`config.mk`:
```
export PLATFORM = sky130hd
export DESIGN_NAME = beat_gen_flat
export DESIGN_NICKNAME = d
export VERILOG_FILES = /design/src/rtl/beat_gen_if.sv /design/src/rtl/beat_gen.sv /design/src/flat_wrapper.sv
export SDC_FILE = /design/constraint.sdc
export NUM_CORES = 1
export LEC_CHECK = 0
export ABC_AREA = 1
export CORE_ASPECT_RATIO = 1.4
export CORE_MARGIN = 5
export CORE_UTILIZATION = 37
export CTS_BUF_LIST = sky130_fd_sc_hd__clkbuf_16
export CTS_CLUSTER_DIAMETER = 100
export CTS_CLUSTER_SIZE = 20
export DETAILED_ROUTE_END_ITERATION = 6
export GPL_ROUTABILITY_DRIVEN = 0
export PLACE_DENSITY = 0.57
export SYNTH_ARGS = -nofsm -noshare
export SYNTH_HDL_FRONTEND = slang
export SYNTH_SLANG_ARGS = --single-unit
export TNS_END_PERCENT = 20
```
`constraint.sdc`:
```
create_clock -name clk -period 2.4 [get_ports clk]
set_input_delay 0.48 -clock clk [delete_from_list [all_inputs] [get_ports clk]]
set_output_delay 0.48 -clock clk [all_outputs]
set_load 0.03 [all_outputs]
```
`src/rtl/beat_gen_if.sv`:
```
// ============================================================================
// Module   : beat_gen_if
// Brief    : Control/strobe bundle between a tempo master and beat_gen.
// Revision : 1.0 - initial release
// ============================================================================
`default_nettype none

interface beat_gen_if #(
    parameter int PW    = 22,
    parameter int BEATS = 4
);
    localparam int IW = (BEATS > 1) ? $clog2(BEATS) : 1;

    logic          en;
    logic          sync;
    logic          oneshot;
    logic [PW-1:0] period;
    logic          beat;
    logic          bar;
    logic [IW-1:0] beat_idx;
    logic          done;

    modport master (
        output en, sync, oneshot, period,
        input  beat, bar, beat_idx, done
    );

    modport slave (
        input  en, sync, oneshot, period,
        output beat, bar, beat_idx, done
    );
endinterface

`default_nettype wire

```
`src/rtl/beat_gen.sv`:
```
// ============================================================================
// Module   : beat_gen
// Brief    : Programmable-period beat/bar strobe generator with pause,
//            synchronous restart and single-bar one-shot mode.
// Revision : 1.0 - initial release
// ============================================================================
`default_nettype none

module beat_gen #(
    parameter int PW    = 22,
    parameter int BEATS = 4
) (
    input  wire logic  clk,
    input  wire logic  rst,
    beat_gen_if.slave  bus
);
    localparam int IW = (BEATS > 1) ? $clog2(BEATS) : 1;

    localparam logic [IW-1:0] c_last    = IW'(BEATS - 1);
    localparam logic [IW-1:0] c_idx_one = (BEATS > 1) ? IW'(1) : '0;
    localparam logic [PW-1:0] c_one     = PW'(1);

    typedef enum logic [0:0] {
        S_RUN  = 1'b0,
        S_DONE = 1'b1
    } state_t;

    state_t        r_state;
    logic [PW-1:0] r_cnt;
    logic [IW-1:0] r_nidx;
    logic          r_beat;
    logic          r_bar;
    logic [IW-1:0] r_beat_idx;
    logic          r_done;

    state_t        w_state_nxt;
    logic [PW-1:0] w_cnt_nxt;
    logic [IW-1:0] w_nidx_nxt;
    logic          w_beat_nxt;
    logic          w_bar_nxt;
    logic [IW-1:0] w_beat_idx_nxt;
    logic          w_done_nxt;
    logic          w_period_nz;

    assign w_period_nz = (bus.period != '0);

    always_ff @(posedge clk) begin
        if (!rst) begin
            r_state    <= S_RUN;
            r_cnt      <= '0;
            r_nidx     <= '0;
            r_beat     <= 1'b0;
            r_bar      <= 1'b0;
            r_beat_idx <= '0;
            r_done     <= 1'b0;
        end else begin
            r_state    <= w_state_nxt;
            r_cnt      <= w_cnt_nxt;
            r_nidx     <= w_nidx_nxt;
            r_beat     <= w_beat_nxt;
            r_bar      <= w_bar_nxt;
            r_beat_idx <= w_beat_idx_nxt;
            r_done     <= w_done_nxt;
        end
    end

    always_comb begin
        w_state_nxt    = r_state;
        w_cnt_nxt      = r_cnt;
        w_nidx_nxt     = r_nidx;
        w_beat_nxt     = 1'b0;
        w_bar_nxt      = 1'b0;
        w_beat_idx_nxt = r_beat_idx;
        w_done_nxt     = r_done;

        if (bus.sync) begin
            // Restart overrides pause and one-shot completion alike.
            w_state_nxt    = S_RUN;
            w_done_nxt     = 1'b0;
            w_beat_idx_nxt = '0;
            if (w_period_nz) begin
                w_beat_nxt = 1'b1;
                w_bar_nxt  = 1'b1;
                w_cnt_nxt  = bus.period - c_one;
                w_nidx_nxt = c_idx_one;
            end else begin
                w_cnt_nxt  = '0;
                w_nidx_nxt = '0;
            end
        end else if (bus.en) begin
            case (r_state)
                S_RUN: begin
                    if (w_period_nz) begin
                        if (r_cnt != '0) begin
                            w_cnt_nxt = r_cnt - c_one;
                        end else begin
                            w_beat_nxt     = 1'b1;
                            w_beat_idx_nxt = r_nidx;
                            w_bar_nxt      = (r_nidx == '0);
                            w_cnt_nxt      = bus.period - c_one;
                            w_nidx_nxt     = (r_nidx == c_last) ? '0 : r_nidx + c_idx_one;
                            if (bus.oneshot && (r_nidx == c_last)) begin
                                w_state_nxt = S_DONE;
                                w_done_nxt  = 1'b1;
                            end
                        end
                    end
                end
                S_DONE: begin
                    w_done_nxt = 1'b1;
                end
                default: begin
                    w_state_nxt = S_RUN;
                end
            endcase
        end
    end

    assign bus.beat     = r_beat;
    assign bus.bar      = r_bar;
    assign bus.beat_idx = r_beat_idx;
    assign bus.done     = r_done;

endmodule

`default_nettype wire

```
`src/flat_wrapper.sv`:
```
// flat-port wrapper written by rule: the top's interface ports become plain ports
module beat_gen_flat 
#(
    parameter int PW    = 22,
    parameter int BEATS = 4
)
  (clk, rst, bus_en, bus_sync, bus_oneshot, bus_period, bus_beat, bus_bar, bus_beat_idx, bus_done);
  beat_gen_if #(.PW(PW), .BEATS(BEATS)) bus_i ();
  input  wire logic clk;
  input  wire logic rst;
  input wire logic [$bits(bus_i.en)-1:0] bus_en;
  input wire logic [$bits(bus_i.sync)-1:0] bus_sync;
  input wire logic [$bits(bus_i.oneshot)-1:0] bus_oneshot;
  input wire logic [$bits(bus_i.period)-1:0] bus_period;
  output wire logic [$bits(bus_i.beat)-1:0] bus_beat;
  output wire logic [$bits(bus_i.bar)-1:0] bus_bar;
  output wire logic [$bits(bus_i.beat_idx)-1:0] bus_beat_idx;
  output wire logic [$bits(bus_i.done)-1:0] bus_done;
  assign bus_i.en = bus_en;
  assign bus_i.sync = bus_sync;
  assign bus_i.oneshot = bus_oneshot;
  assign bus_i.period = bus_period;
  assign bus_beat = bus_i.beat;
  assign bus_bar = bus_i.bar;
  assign bus_beat_idx = bus_i.beat_idx;
  assign bus_done = bus_i.done;
  beat_gen #(.PW(PW), .BEATS(BEATS)) u_core (.clk(clk), .rst(rst), .bus(bus_i));
endmodule
```
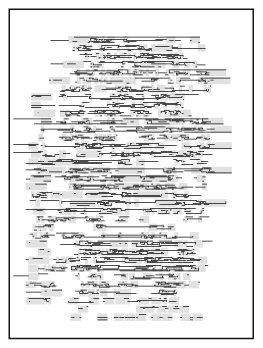
(met1 routing)
Drawn at 3 px/µm.
wire length on this layer: 3340 µm
main direction: horizontal
share of all routed wire: 41%
nets with wire on the layer: 491

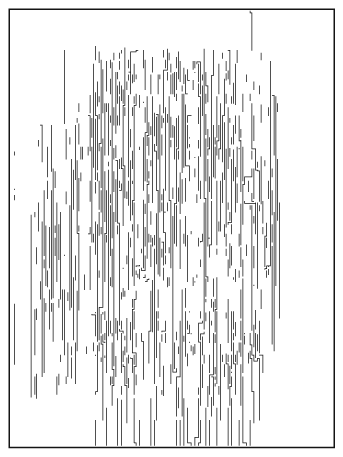
(the metal 2 layer)
Drawn at 4 px/µm.
main direction: vertical
wire length on this layer: 4440 µm

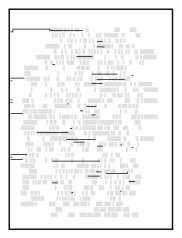
(met3 routing)
Drawn at 2 px/µm.
main direction: horizontal
longest straight run: 23.5 µm

==> run notes <==
yosys + openroad results -> number of cells on the worst reg-to-reg path=9, RSZ-0062 raised after global routing=no, Final Hold Vio Count=0, Hold Path Cell Cnt=2, largest net degree at the start of global routing=40, Syn Nets=472, clock root buffer=clkbuf_16, most frequent cells in the layout=nand2_1 (106), nor2_1 (89), inv_1 (45), post-detailed-route wirelength per cell=14.1 µm, initial core utilization=37.7%, power density cells=520 mW/mm², vias per cell=4.93, worst-path cell chain=inv_1, ha_1, nand2_2, nor2_4, nand2_1, nor2_1, nand2_1, nor2_1, a211oi_1, Max Clk Rate=0.481 GHz, status=finished, final reports clean, Antenna Cells=0, share of layout cells above drive strength 1=10.5%, final setup fails=0, Die Y=109 µm, CP required=2.55 ns, Antenna Nets Post-Route=0, YS warnings=0, GR Overflow Total=0, antenna violations before repair=0, flops out of synthesis=30, die area=0.00883 mm², DR DRC count=0, Hold Crit Endpoint=u_core.bus.done$_SDFFE_PP0P_, drt initial violations=147, Slew @ Worst Pin=0.558 ns, io pins=32, Clock Path Buffers=2, max-slew violations=0, Worst Setup End Kind=flip-flop, CTS buffer count=5, CP max FO=5, crit path DAT=2.23 ns
## worst max-delay path by stage
stage	slack [ns]	startpoint	cells after the start	endpoint
final	0.32	u_core.r_cnt[1]$_SDFFE_PN0P_	9	u_core.bus.beat_idx[0]$_SDFFE_PP0P_
after global routing	0.10	u_core.r_cnt[1]$_SDFFE_PN0P_	10	u_core.r_cnt[19]$_SDFFE_PN0P_
after CTS	0.31	u_core.r_cnt[1]$_SDFFE_PN0P_	10	u_core.r_cnt[11]$_SDFFE_PN0P_
after detailed placement	0.08	bus_period[0]	12	u_core.r_cnt[19]$_SDFFE_PN0P_
after global placement	0.11	bus_period[8]	11	u_core.r_cnt[14]$_SDFFE_PN0P_
after floorplan	0.57	bus_period[0]	11	u_core.r_cnt[11]$_SDFFE_PN0P_
## cells in the mapped netlist (all sizes together)
cell	instances	share of area, %
nor2	97	15
inv	46	6.6
dfxtp	30	23
and2	1	0.24
ha	4	1.9
nand3	23	5.4
a211oi	1	0.29
nand2	113	17
xnor2	14	4.7
nand3b	2	0.58
o21ai	39	8.1
nand4	11	2.6
clkbuf	4	0.58
xor2	9	3.0
a21oi	32	6.3
buf	5	1.7
or2	4	0.96
o31ai	1	0.29
nor3	4	0.77
o211ai	1	0.29
## layout make-up
class / instances / area, µm² / area share (%)
multi-input combinational: 356 / 1770 / 54.4
sequential: 30 / 601 / 18.5
timing repair buffer: 48 / 450 / 13.9
inverter: 46 / 173 / 5.31
clock buffer: 5 / 125 / 3.85
tap: 95 / 119 / 3.66
clock inverter: 3 / 12.5 / 0.385
## power breakdown
part | total (µW) | internal [µW] | switching (µW)
Combinational | 511 | 203 | 308
Sequential | 575 | 536 | 38.5
Clock | 603 | 375 | 229
Total | 1690 | 1110 | 576
## flip-flops by register name, summed over array words and instances, names as in the netlist
signal	cells
u_core.r_cnt	22
u_core.bus.done	1
u_core.bus.beat_idx	2
u_core.r_state	1
u_core.r_nidx	2
u_core.bus.beat	1
u_core.bus.bar	1
## layer usage
layer / wire length [µm] / vias to the layer above / GRT usage (%)
met2: 4440 / 51 / 38.6
li1: - / 1506 / -
met3: 208 / 15 / 3.14
met1: 3340 / 1304 / 21.7
met5: 0 / - / 0
met4: 227 / 0 / 7.61
## worst max-delay path, delay by kind of cell (launching register included)
family / cells / cell delay [ns]
simple gates: 6 / 1.17
buf+inv: 1 / 0.10
fa+ha+maj: 1 / 0.30
flops: 1 / 0.30
compound gates: 1 / 0.09
## stage by stage
stage	total power, µW	instance area, µm²	hold slack [ns]	setup slack, ns	instances
6_report	1690	3250	0.465	0.322	583
5_1_grt	1790	3250	0.498	0.103	583
2_1_floorplan	922	2600	0.457	0.570	441
3_5_place_dp	1100	3110	0.459	0.0794	575
3_3_place_gp	1090	3110	0.441	0.109	575
4_1_cts	1700	3250	0.472	0.309	583
## cell families (layout without fill, tap and decap cells)
group	after synthesis	after routing	share of synthesized area, %
DFF	30	30	23.1
xor gates and xnor gates	23	23	7.74
AOI/OAI and AO/OA	74	74	15.2
buffers and inverters	55	102	8.90
adders and majority gates	4	4	1.92
and+or+nand+nor	255	255	43.1
No activity file was given, so power comes from the tool's default toggle rates.
